**Clock nets**

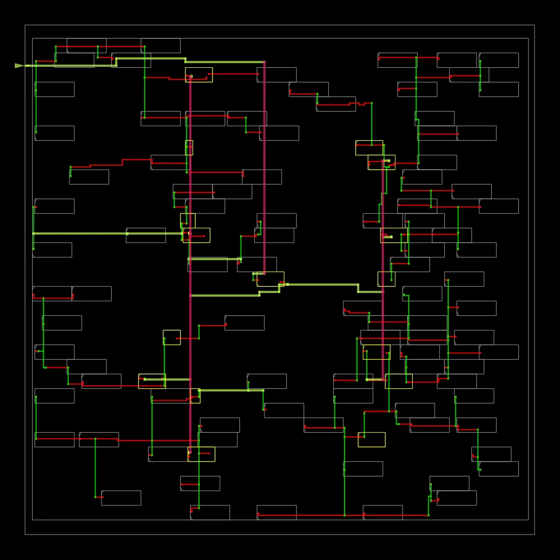
**Close-up of the layout**

Window x 61 to 81, y 61 to 81 microns. Cells in grey, sequential cells in the stronger grey; small squares are vias.
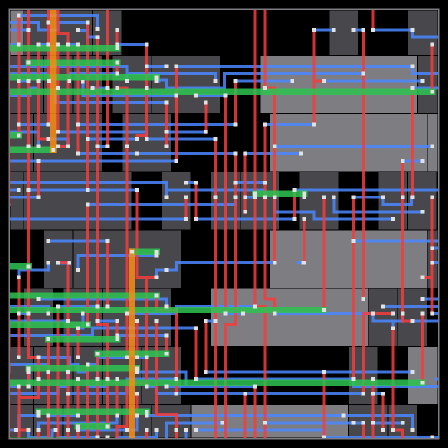
**Signal wires on met2**

Drawn at 4 px/micron.
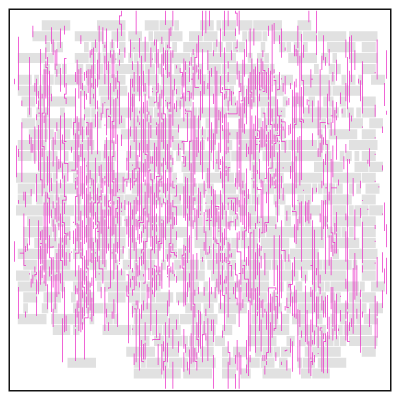
[src/rtl/csa_seq_pkg.sv]
`default_nettype none
// +----------------------------------------------------------------------+
// | csa_seq_pkg: shared state encoding, counter limits, chunk derivation |
// | Revision: 1.0                                                        |
// +----------------------------------------------------------------------+
package csa_seq_pkg;

  localparam logic [1:0] ST_ACCUM   = 2'd0;
  localparam logic [1:0] ST_RESOLVE = 2'd1;
  localparam logic [1:0] ST_DONE    = 2'd2;

  typedef enum logic [1:0] {
    S_ACCUM   = ST_ACCUM,
    S_RESOLVE = ST_RESOLVE,
    S_DONE    = ST_DONE
  } state_e;

  localparam int                 COUNT_W   = 8;
  localparam logic [COUNT_W-1:0] COUNT_MAX = 8'd255;

  function automatic int calc_nchunk(input int acc_width, input int chunk);
    return acc_width / chunk;
  endfunction

endpackage
`default_nettype wire

[src/rtl/csa_accum_step.sv]
`default_nettype none
// +----------------------------------------------------------------------+
// | csa_accum_step: combinational 3:2 compressor folding X into (S, C)    |
// | Revision: 1.0                                                        |
// +----------------------------------------------------------------------+
module csa_accum_step #(
  parameter int ACC_WIDTH = 24
) (
  input  logic [ACC_WIDTH-1:0] s_in,
  input  logic [ACC_WIDTH-1:0] c_in,
  input  logic [ACC_WIDTH-1:0] x_in,
  output logic [ACC_WIDTH-1:0] s_out,
  output logic [ACC_WIDTH-1:0] c_out
);

  logic [ACC_WIDTH-1:0] c2;

  // Stored carries carry weight 2; the top bit falls off modulo 2^ACC_WIDTH.
  assign c2    = {c_in[ACC_WIDTH-2:0], 1'b0};
  assign s_out = s_in ^ c2 ^ x_in;
  assign c_out = (s_in & c2) | (s_in & x_in) | (c2 & x_in);

endmodule
`default_nettype wire

[src/rtl/csa_accum_sequencer.sv]
`default_nettype none
// +----------------------------------------------------------------------+
// | csa_accum_sequencer: carry-save stream accumulator, chunked resolve   |
// | Revision: 1.0                                                        |
// +----------------------------------------------------------------------+
module csa_accum_sequencer
  import csa_seq_pkg::*;
#(
  parameter int WIDTH     = 16,
  parameter int ACC_WIDTH = 24,
  parameter int CHUNK     = 8
) (
  input  logic                 clk,
  input  logic                 rst_n,
  input  logic                 in_valid,
  output logic                 in_ready,
  input  logic [WIDTH-1:0]     in_data,
  input  logic                 in_last,
  output logic                 out_valid,
  input  logic                 out_ready,
  output logic [ACC_WIDTH-1:0] out_data,
  output logic [COUNT_W-1:0]   out_count,
  output logic                 busy
);

  localparam int                NCHUNK     = calc_nchunk(ACC_WIDTH, CHUNK);
  localparam int                CIDX_W     = (NCHUNK > 1) ? $clog2(NCHUNK) : 1;
  localparam logic [CIDX_W-1:0] LAST_CHUNK = CIDX_W'(NCHUNK - 1);

  state_e               state_q, state_d;
  logic [ACC_WIDTH-1:0] s_q, s_d;
  logic [ACC_WIDTH-1:0] c_q, c_d;
  logic [COUNT_W-1:0]   count_q, count_d;
  logic [CIDX_W-1:0]    chunk_q, chunk_d;
  logic                 cy_q, cy_d;
  logic                 out_valid_q, out_valid_d;
  logic [ACC_WIDTH-1:0] out_data_q, out_data_d;
  logic [COUNT_W-1:0]   out_count_q, out_count_d;

  logic [ACC_WIDTH-1:0] x_ext;
  logic [ACC_WIDTH-1:0] step_s;
  logic [ACC_WIDTH-1:0] step_c;
  logic [ACC_WIDTH-1:0] c2;
  logic [CHUNK-1:0]     sel_s;
  logic [CHUNK-1:0]     sel_c;
  logic [CHUNK:0]       chunk_sum;
  logic [ACC_WIDTH-1:0] resolved;
  logic                 xfer;

  assign x_ext = ACC_WIDTH'(in_data);
  assign c2    = {c_q[ACC_WIDTH-2:0], 1'b0};

  csa_accum_step #(
    .ACC_WIDTH(ACC_WIDTH)
  ) u_step (
    .s_in (s_q),
    .c_in (c_q),
    .x_in (x_ext),
    .s_out(step_s),
    .c_out(step_c)
  );

  // One chunk of the carry-propagate add; the result replaces that chunk of S.
  always_comb begin
    sel_s    = '0;
    sel_c    = '0;
    resolved = s_q;
    for (int k = 0; k < NCHUNK; k++) begin
      if (chunk_q == CIDX_W'(k)) begin
        sel_s = s_q[k*CHUNK +: CHUNK];
        sel_c = c2[k*CHUNK +: CHUNK];
      end
    end
    chunk_sum = {1'b0, sel_s} + {1'b0, sel_c} + {{CHUNK{1'b0}}, cy_q};
    for (int k = 0; k < NCHUNK; k++) begin
      if (chunk_q == CIDX_W'(k)) begin
        resolved[k*CHUNK +: CHUNK] = chunk_sum[CHUNK-1:0];
      end
    end
  end

  assign in_ready = rst_n & (state_q == S_ACCUM);
  assign xfer     = in_valid & in_ready;

  always_comb begin
    state_d     = state_q;
    s_d         = s_q;
    c_d         = c_q;
    count_d     = count_q;
    chunk_d     = chunk_q;
    cy_d        = cy_q;
    out_valid_d = out_valid_q;
    out_data_d  = out_data_q;
    out_count_d = out_count_q;
    case (state_q)
      S_ACCUM: begin
        if (xfer) begin
          s_d = step_s;
          c_d = step_c;
          if (count_q != COUNT_MAX) begin
            count_d = count_q + 1'b1;
          end
          if (in_last) begin
            state_d = S_RESOLVE;
            chunk_d = '0;
            cy_d    = 1'b0;
          end
        end
      end
      S_RESOLVE: begin
        s_d     = resolved;
        cy_d    = chunk_sum[CHUNK];
        chunk_d = chunk_q + 1'b1;
        if (chunk_q == LAST_CHUNK) begin
          state_d     = S_DONE;
          chunk_d     = '0;
          cy_d        = 1'b0;
          out_valid_d = 1'b1;
          out_data_d  = resolved;
          out_count_d = count_q;
        end
      end
      S_DONE: begin
        if (out_ready) begin
          state_d     = S_ACCUM;
          out_valid_d = 1'b0;
          s_d         = '0;
          c_d         = '0;
          count_d     = '0;
        end
      end
      default: begin
        state_d = S_ACCUM;
      end
    endcase
  end

  always_ff @(posedge clk) begin
    if (!rst_n) begin
      state_q     <= S_ACCUM;
      s_q         <= '0;
      c_q         <= '0;
      count_q     <= '0;
      chunk_q     <= '0;
      cy_q        <= 1'b0;
      out_valid_q <= 1'b0;
      out_data_q  <= '0;
      out_count_q <= '0;
    end else begin
      state_q     <= state_d;
      s_q         <= s_d;
      c_q         <= c_d;
      count_q     <= count_d;
      chunk_q     <= chunk_d;
      cy_q        <= cy_d;
      out_valid_q <= out_valid_d;
      out_data_q  <= out_data_d;
      out_count_q <= out_count_d;
    end
  end

  assign out_valid = out_valid_q;
  assign out_data  = out_data_q;
  assign out_count = out_count_q;
  assign busy      = (state_q != S_ACCUM);

endmodule
`default_nettype wire

[config.mk]
export PLATFORM = sky130hd
export DESIGN_NAME = csa_accum_sequencer
export DESIGN_NICKNAME = d
export VERILOG_FILES = /design/src/rtl/csa_seq_pkg.sv /design/src/rtl/csa_accum_step.sv /design/src/rtl/csa_accum_sequencer.sv
export SDC_FILE = /design/constraint.sdc
export NUM_CORES = 1
export LEC_CHECK = 0
export CAP_MARGIN = 20
export CORE_UTILIZATION = 62
export CTS_CLUSTER_DIAMETER = 150
export DETAILED_ROUTE_END_ITERATION = 12
export PLACE_DENSITY = 0.86
export SLEW_MARGIN = 0
export SYNTH_ARGS = -nofsm -noshare
export SYNTH_HDL_FRONTEND = slang
export SYNTH_SLANG_ARGS = --single-unit
[constraint.sdc]
create_clock -name clk -period 7.6 [get_ports clk]
set_clock_uncertainty 0.15 [all_clocks]
set_input_delay 1.52 -clock clk [delete_from_list [all_inputs] [get_ports clk]]
set_output_delay 1.52 -clock clk [all_outputs]
set_load 0.01 [all_outputs]
==> flow_summary.toml <==
# yosys + openroad results
[power_and_ir_drop]
finalPower_uw = 1120
peakVddDrop_uv = 101

[synth]
flop_cell = "dfxtp_1"
synth.avg_cell_area_sq_um = 7.97
ys_sh_simple_pct = 19.1
fp_nets = 731
yosysSeqAreaShare_pct = 34.7
synth_top_cell_by_count = "dfxtp_1"
yosys_cells = 672

[worst_setup_path]
crit_buf_inv = 4
startpoint = "rst_n"
crit_chain = "clkdlybuf4s50_1 -> buf_4 -> inv_2 -> nor2_1 -> clkdlybuf4s50_1"
setup.worst_path.end = "in_ready"

[global_route]
grt_overflow = 0
busiest_layer = "met2"
groute.layer.met1.usage_pct = 41.1

[sta]
finalCritPeriodShare_pct = 61.5
worstMarginPinSlew_ns = 1.01
max_freq_ghz = 0.214

[clocking]
tritoncts = "yes"
clk_pin_slew_ns = 0.08

[finish]
fin_area_sq_um = 6100
n_all_inverters = 58
final_nets = 760
finalNonFillerCells = 811

[routing]
drt_iter0_drc = 370

[die]
fp_util_pct = 64.6
die_x_microns = 95.0
design.core.area_sq_um = 8300
pin_count = 56

[status]
status = "finished clean"
Back to the opening pictures, 'clock nets':
Power Clock: 317 uW
clock buffers: 12
worst-skew pair later-pin latency: 0.38 ns
final sequential cell count: 93
CTS sink cnt: 93

Back to the opening pictures, 'close-up of the layout':
met4 -> orange
met2 -> red
met1 -> blue
met3 -> green
most frequent = nand2_1 (11), nor2_1 (6), a21oi_1 (6)
cells with their middle in the window = 43
netlist names of flops here include = `s_q` (3), `out_data` (2)
sequential cells in the window = 5

Back to the opening pictures, 'signal wires on met2':
wire length on this layer = 6140 microns
longest straight run = 41.1 microns
nets with wire on the layer = 625
via count: 5013
drt total wl: 13400 microns
met2 usage: 48.7%

-- worst min-delay path by stage --
stage	startpoint	endpoint	cells after the start
2_1_floorplan	c_q[0]$_SDFFE_PN0P_	c_q[0]$_SDFFE_PN0P_	2
3_3_place_gp	out_data[9]$_SDFFE_PN0P_	out_data[9]$_SDFFE_PN0P_	2
3_5_place_dp	out_data[15]$_SDFFE_PN0P_	out_data[15]$_SDFFE_PN0P_	2
4_1_cts	out_data[15]$_SDFFE_PN0P_	out_data[15]$_SDFFE_PN0P_	2
5_1_grt	out_data[1]$_SDFFE_PN0P_	out_data[1]$_SDFFE_PN0P_	2
6_report	out_data[15]$_SDFFE_PN0P_	out_data[15]$_SDFFE_PN0P_	2
-- power by group --
part	switching (uW)	total [uW]	internal, uW
registers	29.2	540	510
clock network	179	317	138
logic	167	265	97.6
No activity file was given, so power comes from the tool's default toggle rates.
